--- src/rtl/argmax_pkg.sv ---
// Shared types and defaults for the score_argmax decision stage.
// SCORE_W_DEF matches the MAC output width and is shared with the MAC and its controller.
package argmax_pkg;

    typedef enum logic {
        COLLECT = 1'b0,
        HOLD    = 1'b1
    } state_t;

    localparam int unsigned SCORE_W_DEF = 16;

endpackage

--- src/rtl/argmax_cmp.sv ---
// Combinational compare/select: folds one incoming score into the running best pair.
// Strictly-greater compare, so on a tie the earlier (lower) index is kept.
module argmax_cmp
    import argmax_pkg::*;
#(
    parameter int unsigned SCORE_W = SCORE_W_DEF,
    parameter int unsigned IDX_W   = 2
) (
    input  logic [SCORE_W-1:0] best_score,
    input  logic [IDX_W-1:0]   best_idx,
    input  logic [SCORE_W-1:0] score_data,
    input  logic [IDX_W-1:0]   count,
    input  logic               first,
    output logic [SCORE_W-1:0] nxt_score,
    output logic [IDX_W-1:0]   nxt_idx
);

    always_comb begin
        nxt_score = best_score;
        nxt_idx   = best_idx;
        // The first score of a vector always loads, even a score of 0.
        if (first || (score_data > best_score)) begin
            nxt_score = score_data;
            nxt_idx   = count;
        end
    end

endmodule

--- src/rtl/score_argmax.sv ---
// Collects NUM_CLASSES scores, one per class, and presents the winning class
// index and score behind a valid/ready handshake.
module score_argmax
    import argmax_pkg::*;
#(
    parameter  int unsigned SCORE_W     = SCORE_W_DEF,
    parameter  int unsigned NUM_CLASSES = 4,
    localparam int unsigned IDX_W       = $clog2(NUM_CLASSES)
) (
    input  logic               clk,
    input  logic               rst_n,
    input  logic               flush,
    input  logic               score_valid,
    output logic               score_ready,
    input  logic [SCORE_W-1:0] score_data,
    output logic               class_valid,
    input  logic               class_ready,
    output logic [IDX_W-1:0]   class_idx,
    output logic [SCORE_W-1:0] class_score
);

    localparam logic [IDX_W-1:0] LAST_IDX = IDX_W'(NUM_CLASSES - 1);

    state_t             state;
    state_t             state_nx;
    logic [IDX_W-1:0]   count;
    logic [SCORE_W-1:0] best_score;
    logic [IDX_W-1:0]   best_idx;
    logic [SCORE_W-1:0] nxt_score;
    logic [IDX_W-1:0]   nxt_idx;
    logic               accept;
    logic               last;

    // Ready depends on registered state only; no path from class_ready.
    assign score_ready = (state == COLLECT);
    assign accept      = score_valid && score_ready && !flush;
    assign last        = (count == LAST_IDX);

    argmax_cmp #(
        .SCORE_W (SCORE_W),
        .IDX_W   (IDX_W)
    ) u_cmp (
        .best_score (best_score),
        .best_idx   (best_idx),
        .score_data (score_data),
        .count      (count),
        .first      (count == '0),
        .nxt_score  (nxt_score),
        .nxt_idx    (nxt_idx)
    );

    always_comb begin
        state_nx = state;
        case (state)
            COLLECT: if (accept && last)          state_nx = HOLD;
            HOLD:    if (flush || class_ready)    state_nx = COLLECT;
            default:                              state_nx = COLLECT;
        endcase
    end

    always_ff @(posedge clk or negedge rst_n) begin
        if (!rst_n) begin
            state       <= COLLECT;
            count       <= '0;
            best_score  <= '0;
            best_idx    <= '0;
            class_valid <= 1'b0;
            class_idx   <= '0;
            class_score <= '0;
        end else begin
            state <= state_nx;
            case (state)
                COLLECT: begin
                    if (flush) begin
                        count      <= '0;
                        best_score <= '0;
                        best_idx   <= '0;
                    end else if (accept) begin
                        best_score <= nxt_score;
                        best_idx   <= nxt_idx;
                        if (last) begin
                            count       <= '0;
                            class_valid <= 1'b1;
                            class_idx   <= nxt_idx;
                            class_score <= nxt_score;
                        end else begin
                            count <= count + IDX_W'(1);
                        end
                    end
                end
                HOLD: begin
                    // flush drops the pending decision; otherwise wait for the handshake.
                    if (flush || class_ready) class_valid <= 1'b0;
                end
                default: class_valid <= 1'b0;
            endcase
        end
    end

endmodule

--- config.mk ---
export PLATFORM = sky130hd
export DESIGN_NAME = score_argmax
export DESIGN_NICKNAME = d
export VERILOG_FILES = /design/src/rtl/argmax_pkg.sv /design/src/rtl/argmax_cmp.sv /design/src/rtl/score_argmax.sv
export SDC_FILE = /design/constraint.sdc
export NUM_CORES = 1
export LEC_CHECK = 0
export CORE_MARGIN = 5
export CORE_UTILIZATION = 55
export DETAILED_ROUTE_END_ITERATION = 10
export PLACE_DENSITY = 0.94
export SYNTH_ARGS = -nofsm -noshare
export SYNTH_HDL_FRONTEND = slang
export SYNTH_SLANG_ARGS = --single-unit
--- constraint.sdc ---
create_clock -name clk -period 6.6 [get_ports clk]
set_clock_uncertainty 0.15 [all_clocks]
set_input_delay 1.65 -clock clk [delete_from_list [all_inputs] [get_ports clk]]
set_output_delay 1.65 -clock clk [all_outputs]
set_load 0.01 [all_outputs]
Figure 1. Cell density map (run 1).
7 x 7 tiles, from black (low) to pale yellow (high), 0 to 100% covered.
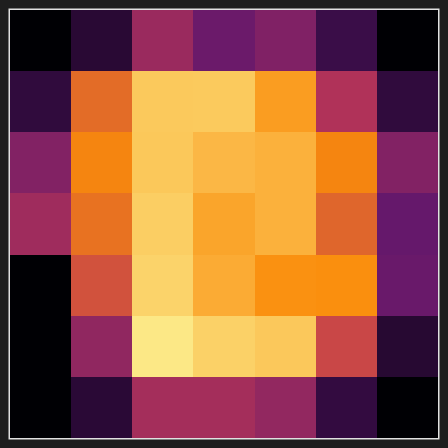
mean over tiles: 49%
tiles over 75% full: 33%
densest ninth of the die: center
Init Core Util: 0.567
core area: 4000 sq um
final design utilization: 0.688

Figure 2. Register map, names as in the netlist (run 1).
The bar under the picture is 20 um long.
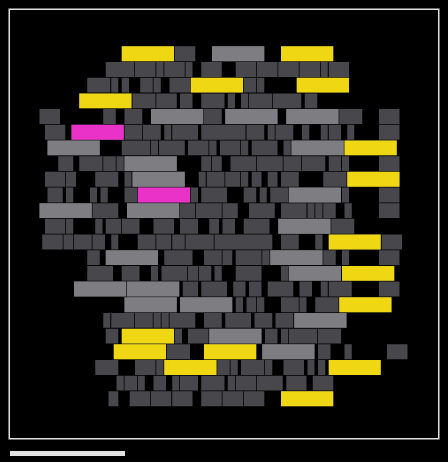
| color | name in the netlist | placed flops |
|---|---|---|
| magenta | class_idx | 2 |
| yellow | class_score | 16 |
sequential share of cell area: 0.364
power attributed to sequential cells: 0.315 mW
flip-flop and latch area: 1000 sq um

==> flow_summary.yaml, run 1 <==
# yosys + openroad results
critical_path:
  r2r.worst_path.cells: 5
  critPathLaunchType: "primary input"
  critical-path-slowest-cell: "sky130_fd_sc_hd__nor3_2"
  cp_slowest_stage_delay_ps: 870
  timing_worst_setup_path_type: "in2reg"
  crit_family: "simple AND/OR/NAND/NOR gates"
  worst_setup_path_startpoint: "score_data[1]"
  worstPathBufferInverterCount: 1
  timing.critical_path.required_ps: 6680
  critical_path_peak_fanout: 18
  setup.worst_path.end_class: "flop"
cells_and_area:
  num-nonclk-inverters: 34
  clkCellAreaFrac: 0.0327
  drive_above_1_share: 0.0866
  layout_top_cells_excl_fill_tap: "sky130_fd_sc_hd__dfrtp_1, sky130_fd_sc_hd__clkdlybuf4s50_1, sky130_fd_sc_hd__inv_1"
  logic_gate_count: 131
  buf_share: 0.146
  stdcell_count: 304
  antennaDiodeCount: 0
  final_common_cell: "sky130_fd_sc_hd__dfrtp_1"
  layout.cells.largest_class: "combinational gates"
  num-nonclk-buffers: 41
  final_nets: 292
  area_of_the_multi_input_gates_sq_um: 1070
  final.clkbuf_count: 8
yosys:
  flop_cell: "sky130_fd_sc_hd__dfrtp_1"
  yosysTopAreaCellShare: 0.441
  yosysSeqAreaShare: 0.441
  asyncSetResetFlopFracSynth: 1.00
  synth.mux.area_fraction: 0
  synth_stat.cells: 218
  netlist_instances: 218
  yosys-dominant-comb-family: "AND-OR/OR-AND gates"
  synthesis.nets: 257
  fa_ha_area_frac: 0.0992
  synth-edff-count: 0
  synth.cellmix.xorXnorShare: 0
  yosys.area_share.aoi: 0.279
  synthesis.yosys.warnings: 0
  yosysMostFrequentCell: "sky130_fd_sc_hd__dfrtp_1"
pwr:
  power.static_leakage_nw: 1.24
  power.switching_fraction: 0.296
  power.density_cell_area_nw_per_um2: 264
  total_power_mw: 0.728
  seq_power_share: 0.433
  share_clk_of_total_power: 0.232
floorplan:
  fp.dieArea_sq_um: 5510
  die_w_um: 74.2
  die_y_um: 74.2
timing:
  final-hold-violation-count: 0
  grt_setup_unrepaired: "no"
  hold_slack_ps: 341
  layout_min_cycle_time_ps: 4270
  drv_slew: 0
  relSlewSlack: 0.265
  final_tns_setup_ps: 0
  max_clock_freq_ghz: 0.234
clock_network:
  cts_setup_buffers: 0
  cts_made_buffers: 5
  cts_stage_hold_buffer_count: 0
  cts_max_level: 2
  tritoncts: "built"
  clock.latency.late_pin_ps: 300
  cts_resized: 0
placed_design:
  globalplace.congestion: 0.805
  port-buffer-count: 40
  numPlacedInstances: 296
  pre_cts_slack_ps: 1990
min_path:
  min-delay-start: "class_valid"
  hold_path_cell_cnt: 1
run_status:
  run_status: "finished, final reports clean"
global_route:
  antenna_violations_before_repair: 0
  grt.overflow.total: 0
  first_pass_grt_wire_length_um: 8660
drt:
  remaining_drc_errors: 0
  detailedRoute.firstPassIterationCount: 4
flow_run:
  cap_violations: 0
  openroad_warnings: 27
Figure 3. Routing congestion map (run 1).
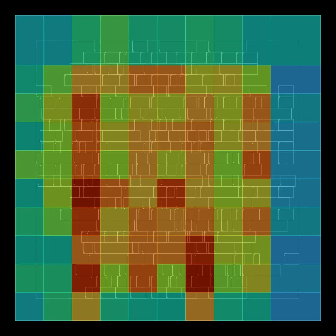
grt peak-use layer: met2
routed wirelength normalized by instance count: 16.4 um
met2 Usage GRT: 0.340
met1 demand-to-capacity share in global routing: 0.260
GR Util All Layers: 0.204

Figure 4. Signal wires by layer (run 1).
The bar under the picture is 20 um long. Only two layers are drawn.
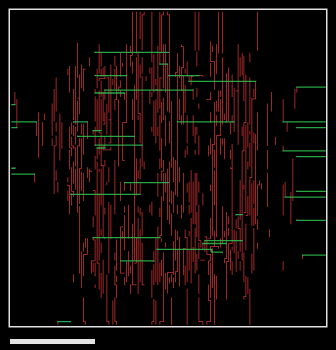
| color | layer | wire length |
|---|---|---|
| red | metal 2 | 2,560 um |
| green | metal 3 | 288 um |
final wirelength: 4990 um
number of vias in the routed layout: 1,823

run 1: registers in the layout, summed over array words and instances (netlist names):
| register | flops |
|---|---|
| class_score | 16 |
| class_idx | 2 |
| best_score | 16 |
| best_idx | 2 |
| state | 1 |
| count | 2 |
| class_valid | 1 |
run 1: power by group through the flow:
stage / Sequential [mW] / Clock (mW) / Combinational, mW
floorplan: 0.333 / 0 / 0.116
global placement: 0.318 / 0 / 0.238
detailed placement: 0.320 / 0 / 0.245
CTS: 0.315 / 0.171 / 0.246
global route: 0.322 / 0.183 / 0.266
finish: 0.315 / 0.169 / 0.244
run 1: per-layer routing:
layer / vias to the layer above / wire, um / track usage
met5: - / 0 / 0
met4: 0 / 76 / 0.0751
met2: 55 / 2560 / 0.340
met1: 889 / 2070 / 0.260
met3: 7 / 287 / 0.0486
li1: 872 / - / -
Figure 5. Cells colored by class (run 1).
The bar under the picture is 20 um long. Fill, decap, tap and diode cells in gray.
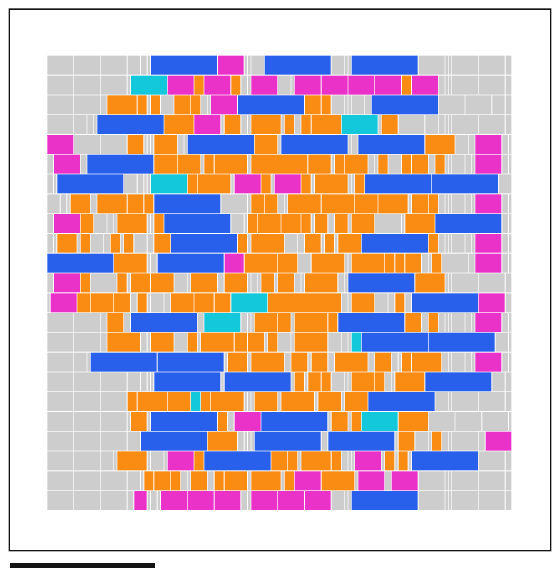

--- run 2 (diff from run 1) ---
- CORE_UTILIZATION: 55 -> 52
- PLACE_DENSITY: 0.94 -> 0.9
- clock period: 6.6 -> 4.5 ns (I/O delays scaled with it)
Figure 6. Cells colored by class (run 2).
The bar under the picture is 20 um long. Fill, decap, tap and diode cells in gray.
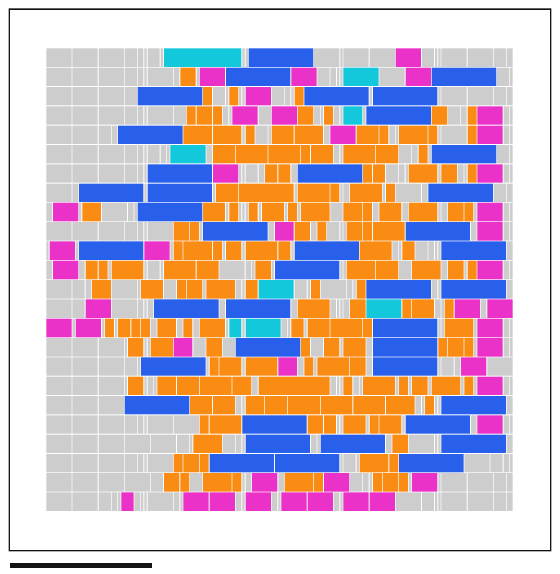
| color | class | cells | share of their area |
|---|---|---|---|
| cyan | clock drivers and dummy loads | 8 | 4.1% |
| orange | combinational and other logic | 165 | 44% |
| magenta | other buffers and delay cells | 43 | 15% |
| blue | flops | 40 | 37% |
sequential share of cell area: 0.359
post-route design area: 2790 sq um
core area: 4290 sq um
standard-cell row count: 24
final design utilization: 0.650

Figure 7. Signal wires by layer (run 2).
The bar under the picture is 20 um long. Only two layers are drawn.
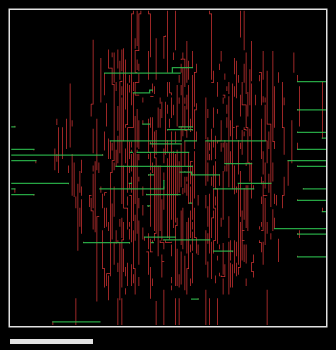
| color | layer | wire length |
|---|---|---|
| green | metal 3 | 356 um |
| red | metal 2 | 2,540 um |
number of vias in the routed layout: 1,855
GR Util All Layers: 0.186
routed wirelength normalized by instance count: 17.0 um
final wirelength: 5240 um

Figure 8. Cell density map (run 2).
8 x 8 tiles, from black (low) to pale yellow (high), 0 to 100% covered.
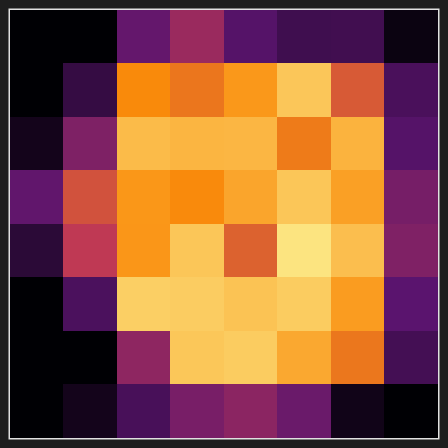
emptiest ninth of the die: south-west
fullest tile: 94%
densest ninth of the die: center
tiles over 75% full: 34%
Init Core Util: 0.529

==> run 2 against run 1 <==
Worst hold slack got worse by 1.1 ps. Flip-flop count did not move. Synthesized cell count did not move. Highest routed layer unchanged.
==> flow_summary.yaml, run 2 <==
# yosys + openroad results
drt:
  detailedRoute.firstPassIterationCount: 4
  routed-wl-met3_um: 355
  route.detailed.vias_per_inst: 6.02
  wl_met1_um: 2210
  remaining_drc_errors: 0
  top_layer_used: "met4"
timing:
  grt_setup_unrepaired: "no"
  post_layout_period_usage: 0.847
  max_clock_freq_ghz: 0.262
  final_tns_setup_ps: 0
  layout_min_cycle_time_ps: 3810
  final-hold-violation-count: 0
  relSlewSlack: 0.398
  setup_viol: 0
  drv_slew: 0
clock_network:
  cts_stage_hold_buffer_count: 0
  tritoncts: "built"
  clk_pin_slew_worst_paths_ps: 80
  cts_max_level: 2
  cts_setup_buffers: 0
  clock.latency.late_pin_ps: 300
  cts_made_buffers: 5
  cts_resized: 0
global_route:
  gr-usage-met2: 0.295
  grt.overflow.total: 0
  grt_peak_use_layer: "met2"
  grt.met3_usage: 0.0508
  grt_util_met1: 0.241
  first_pass_grt_wire_length_um: 8970
  antenna_violations_before_repair: 0
placed_design:
  globalplace.congestion: 0.814
  hpwl_um: 3540
  port-buffer-count: 40
pwr:
  power.static_leakage_nw: 1.26
  vdd_ir_drop_max_mv: 0.173
  total_power_mw: 1.12
  power.density_cell_area_nw_per_um2: 400
critical_path:
  timing.critical_path.required_ps: 4540
  worst_setup_path_startpoint: "score_data[11]"
  r2r.worst_path.cells: 7
  timing_worst_setup_path_type: "in2reg"
  crit_family: "simple AND/OR/NAND/NOR gates"
  setup.worst_path.end_class: "flop"
  critical-path-slowest-cell: "sky130_fd_sc_hd__or3b_1"
  worstPathBufferInverterCount: 1
  critPathLaunchType: "primary input"
  cp_cell_sequence: "clkdlybuf4s50_1 -> ha_1 -> nand4_1 -> a211oi_1 -> nor3_1 -> or3b_1 -> o221a_2"
  critical_path_peak_fanout: 18
  cp_slowest_stage_delay_ps: 670
min_path:
  min-delay-start: "class_valid"
  min_path_type: "reg2reg"
  hold_path_cell_cnt: 1
  timing.hold.worst_endpoint: "class_valid"
flow_run:
  openroad_warnings: 27
yosys:
  asyncSetResetFlopFracSynth: 1.00
  synth_stat.cells: 218
  synth-edff-count: 0
  synthesis.nets: 257
  yosysSeqAreaShare: 0.441
  yosysTopAreaCellShare: 0.441
  netlist_instances: 218
  yosysMostFrequentCell: "sky130_fd_sc_hd__dfrtp_1"
  synthesis.yosys.warnings: 0
cells_and_area:
  final_nets: 294
  area_of_the_multi_input_gates_sq_um: 1070
  layout_top_cells_excl_fill_tap: "sky130_fd_sc_hd__dfrtp_1, sky130_fd_sc_hd__clkdlybuf4s50_1, sky130_fd_sc_hd__inv_1"
  largest_registers: "best_score (16), class_score (16)"
  clkCellAreaFrac: 0.0399
  logic_gate_count: 131
  num-nonclk-inverters: 34
  layout.cells.largest_class: "combinational gates"
  buf_share: 0.150
  drive_above_1_share: 0.102
  final-seq-area_sq_um: 1000
  final.clkbuf_count: 5
  final_common_cell: "sky130_fd_sc_hd__dfrtp_1"
  nFlopsAndLatches: 40
  antennaDiodeCount: 0
  num-nonclk-buffers: 43
run_status:
  run_status: "finished, final reports clean"
floorplan:
  fp.dieArea_sq_um: 5790
  die_w_um: 76.1
  io_count: 41
  die_y_um: 76.1
run 2: stage by stage:
step	setup WS, ps	cells	instance area [sq um]	hold slack, ps
4_1_cts	722	308	2790	344
3_5_place_dp	498	300	2680	322
2_1_floorplan	1320	218	2270	317
5_1_grt	581	308	2790	383
6_report	688	308	2790	340
3_3_place_gp	583	300	2680	324
run 2: kinds of logic (layout without fill, tap and decap cells):
family                     after synthesis  after routing  synth area share
DFF                                     40             40             0.441
and+or+nand+nor                         39             39            0.0926
buffers and inverters                   47             85            0.0882
AOI/OAI and AO/OA                       74             74             0.279
adders and majority gates               18             18            0.0992
run 2: report_power, final:
group	internal [mW]	switching [mW]	total [mW]
combinational	0.205	0.156	0.361
sequential	0.423	0.0399	0.463
clock	0.164	0.129	0.293
total	0.792	0.325	1.12
Figure 9. Routing congestion map (run 2).
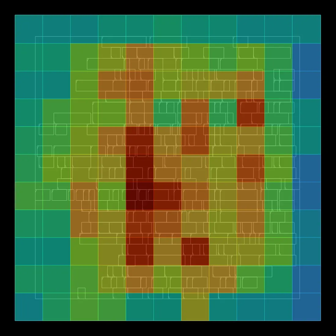

--- run 3 (diff from run 2) ---
- CORE_UTILIZATION: 52 -> 47
- PLACE_DENSITY: 0.9 -> 0.87
- clock period: 4.5 -> 3.3 ns (I/O delays scaled with it)
Figure 10. Routing congestion map (run 3).
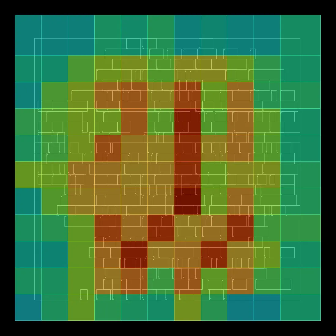
met2 Usage GRT: 0.291
global-route met3 utilization: 0.0406
met1 demand-to-capacity share in global routing: 0.248
GR Util All Layers: 0.191

Figure 11. Signal wires by layer (run 3).
The bar under the picture is 20 um long. Only two layers are drawn.
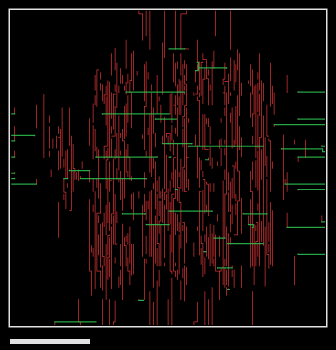
| color | layer | wire length |
|---|---|---|
| red | metal 2 | 2,770 um |
| green | metal 3 | 267 um |
final wirelength: 5610 um
routed wirelength normalized by instance count: 17.0 um
number of vias in the routed layout: 1,939

Figure 12. Cell density map (run 3).
8 x 8 tiles, from black (low) to pale yellow (high), 0 to 100% covered.
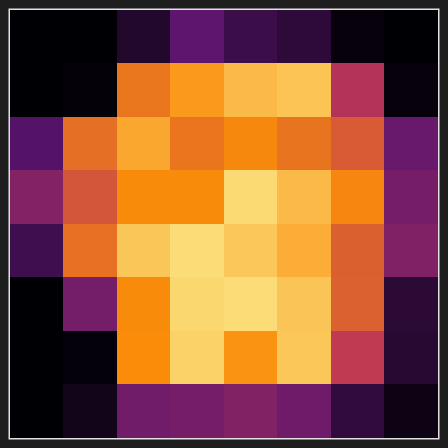
mean over tiles: 46%
densest ninth of the die: center
fullest tile: 93%
tiles over 75% full: 25%
final design utilization: 0.636
core area: 4690 sq um

==> run 3 against run 2 <==
Global-route usage rose by 0.42 points. Synthesized cell count did not move. Via count rose by 4.5%. Largest power group unchanged. Setup slack got worse by 550 ps.
==> flow_summary.yaml, run 3 <==
# yosys + openroad results
run_status:
  run_status: "finished, final reports clean"
timing:
  final-hold-violation-count: 0
  setup_viol: 0
  final_tns_setup_ps: 0
  postLayoutSetupSlackWorst_ps: 142
  max_clock_freq_ghz: 0.317
  drv_slew: 0
  post_layout_period_usage: 0.957
  layout_min_cycle_time_ps: 3160
  hold_slack_ps: 349
  grt_setup_unrepaired: "no"
cells_and_area:
  area_of_the_multi_input_gates_sq_um: 1080
  layout_top_cells_excl_fill_tap: "sky130_fd_sc_hd__dfrtp_1, sky130_fd_sc_hd__clkdlybuf4s50_1, sky130_fd_sc_hd__inv_1"
  final.fill_count: 379
  largest_registers: "best_score (16), class_score (16)"
  antennaDiodeCount: 0
  final_cell_area_sq_um: 2990
  final_common_cell: "sky130_fd_sc_hd__dfrtp_1"
  final-seq-area_sq_um: 1000
  drive_above_1_share: 0.170
floorplan:
  die_w_um: 79.5
  fp_util: 0.484
  placement_rows: 25
  die_y_um: 79.5
  io_count: 41
placed_design:
  globalplace.congestion: 0.854
  pre_cts_slack_ps: -384
  port-buffer-count: 40
  placed_cell_area_sq_um: 2870
  hpwl_um: 3960
critical_path:
  timing_worst_setup_path_type: "in2reg"
  critPathLaunchType: "primary input"
  r2r.worst_path.cells: 9
  worst_setup_path_startpoint: "score_data[13]"
  cp_slowest_stage_delay_ps: 480
  cp_cell_sequence: "clkdlybuf4s50_1 -> ha_1 -> nand4_4 -> a2111oi_4 -> nor3_1 -> or3b_1 -> buf_4 -> o221a_2"
  critical-path-slowest-cell: "sky130_fd_sc_hd__clkdlybuf4s50_1"
  setup.worst_path.end_class: "flop"
  worstReg2RegStart: "best_score[1]"
  crit_family: "buffers and inverters"
  timing.critical_path.required_ps: 3340
  worstPathBufferInverterCount: 2
pwr:
  comb_cell_power_mw: 0.517
  netSwitchingPower_mw: 0.449
  power.clock.total_mw: 0.398
  power-top-group: "sequential cells"
  combinationalPowerShare: 0.334
  power.static_leakage_nw: 1.37
  cell_internal_pwr_mw: 1.10
  pwr.group.sequential_mw: 0.633
  seq_power_share: 0.409
  power.switching_fraction: 0.290
  share_clk_of_total_power: 0.257
  vdd_ir_drop_max_mv: 0.248
drt:
  met2WireLength_um: 2770
  remaining_drc_errors: 0
  route.detailed.vias_per_inst: 5.86
  top_layer_used: "met4"
  routed-wl-met3_um: 266
  wl_met1_um: 2410
  detailedRoute.firstPassIterationCount: 4
clock_network:
  cts_stage_hold_buffer_count: 0
  cts_made_buffers: 5
  cts_setup_buffers: 0
  cts_resized: 1
  clk_pin_slew_worst_paths_ps: 80
  cts_max_level: 2
  clock_sink_count: 40
  clock.latency.late_pin_ps: 300
  tritoncts: "built"
yosys:
  synthTopCellsByCount: "sky130_fd_sc_hd__dfrtp_1, sky130_fd_sc_hd__inv_1, sky130_fd_sc_hd__nor2_1"
  synthesis.yosys.warnings: 0
  asyncSetResetFlopFracSynth: 1.00
  flop_cell: "sky130_fd_sc_hd__dfrtp_1"
  synthesis.nets: 257
  yosysMostFrequentCell: "sky130_fd_sc_hd__dfrtp_1"
  synth_stat.cells: 218
  synth-edff-count: 0
  netlist_instances: 218
global_route:
  number_of_global_route_vias_before_repair: 1968
  antenna_violations_before_repair: 0
  first_pass_grt_wire_length_um: 9340
  grt.overflow.total: 0
min_path:
  timing.hold.worst_endpoint: "class_valid"
  hold_path_cell_cnt: 1
  min_path_type: "reg2reg"
flow_run:
  openroad_warnings: 27
run 3: layout make-up:
class	instances	share of cell area
inverter	34	0.0427
timing repair buffer	64	0.201
sequential	40	0.335
tap	54	0.0226
clock buffer	6	0.0243
clock inverter	2	0.0117
multi-input combinational	131	0.362
run 3: cells by family after synthesis:
group | count (synthesis) | synth area share
AOI/OAI and AO/OA | 74 | 0.279
and+or+nand+nor | 39 | 0.0926
DFF | 40 | 0.441
adders and majority gates | 18 | 0.0992
buffers and inverters | 47 | 0.0882
run 3: metrics by stage:
stage          std cells  total power, mW
3_5_place_dp         323             1.16
5_1_grt              331             1.64
6_report             331             1.55
4_1_cts              331             1.56
3_3_place_gp         323             1.14
2_1_floorplan        218            0.898
Power is estimated from default activity; no workload was simulated.
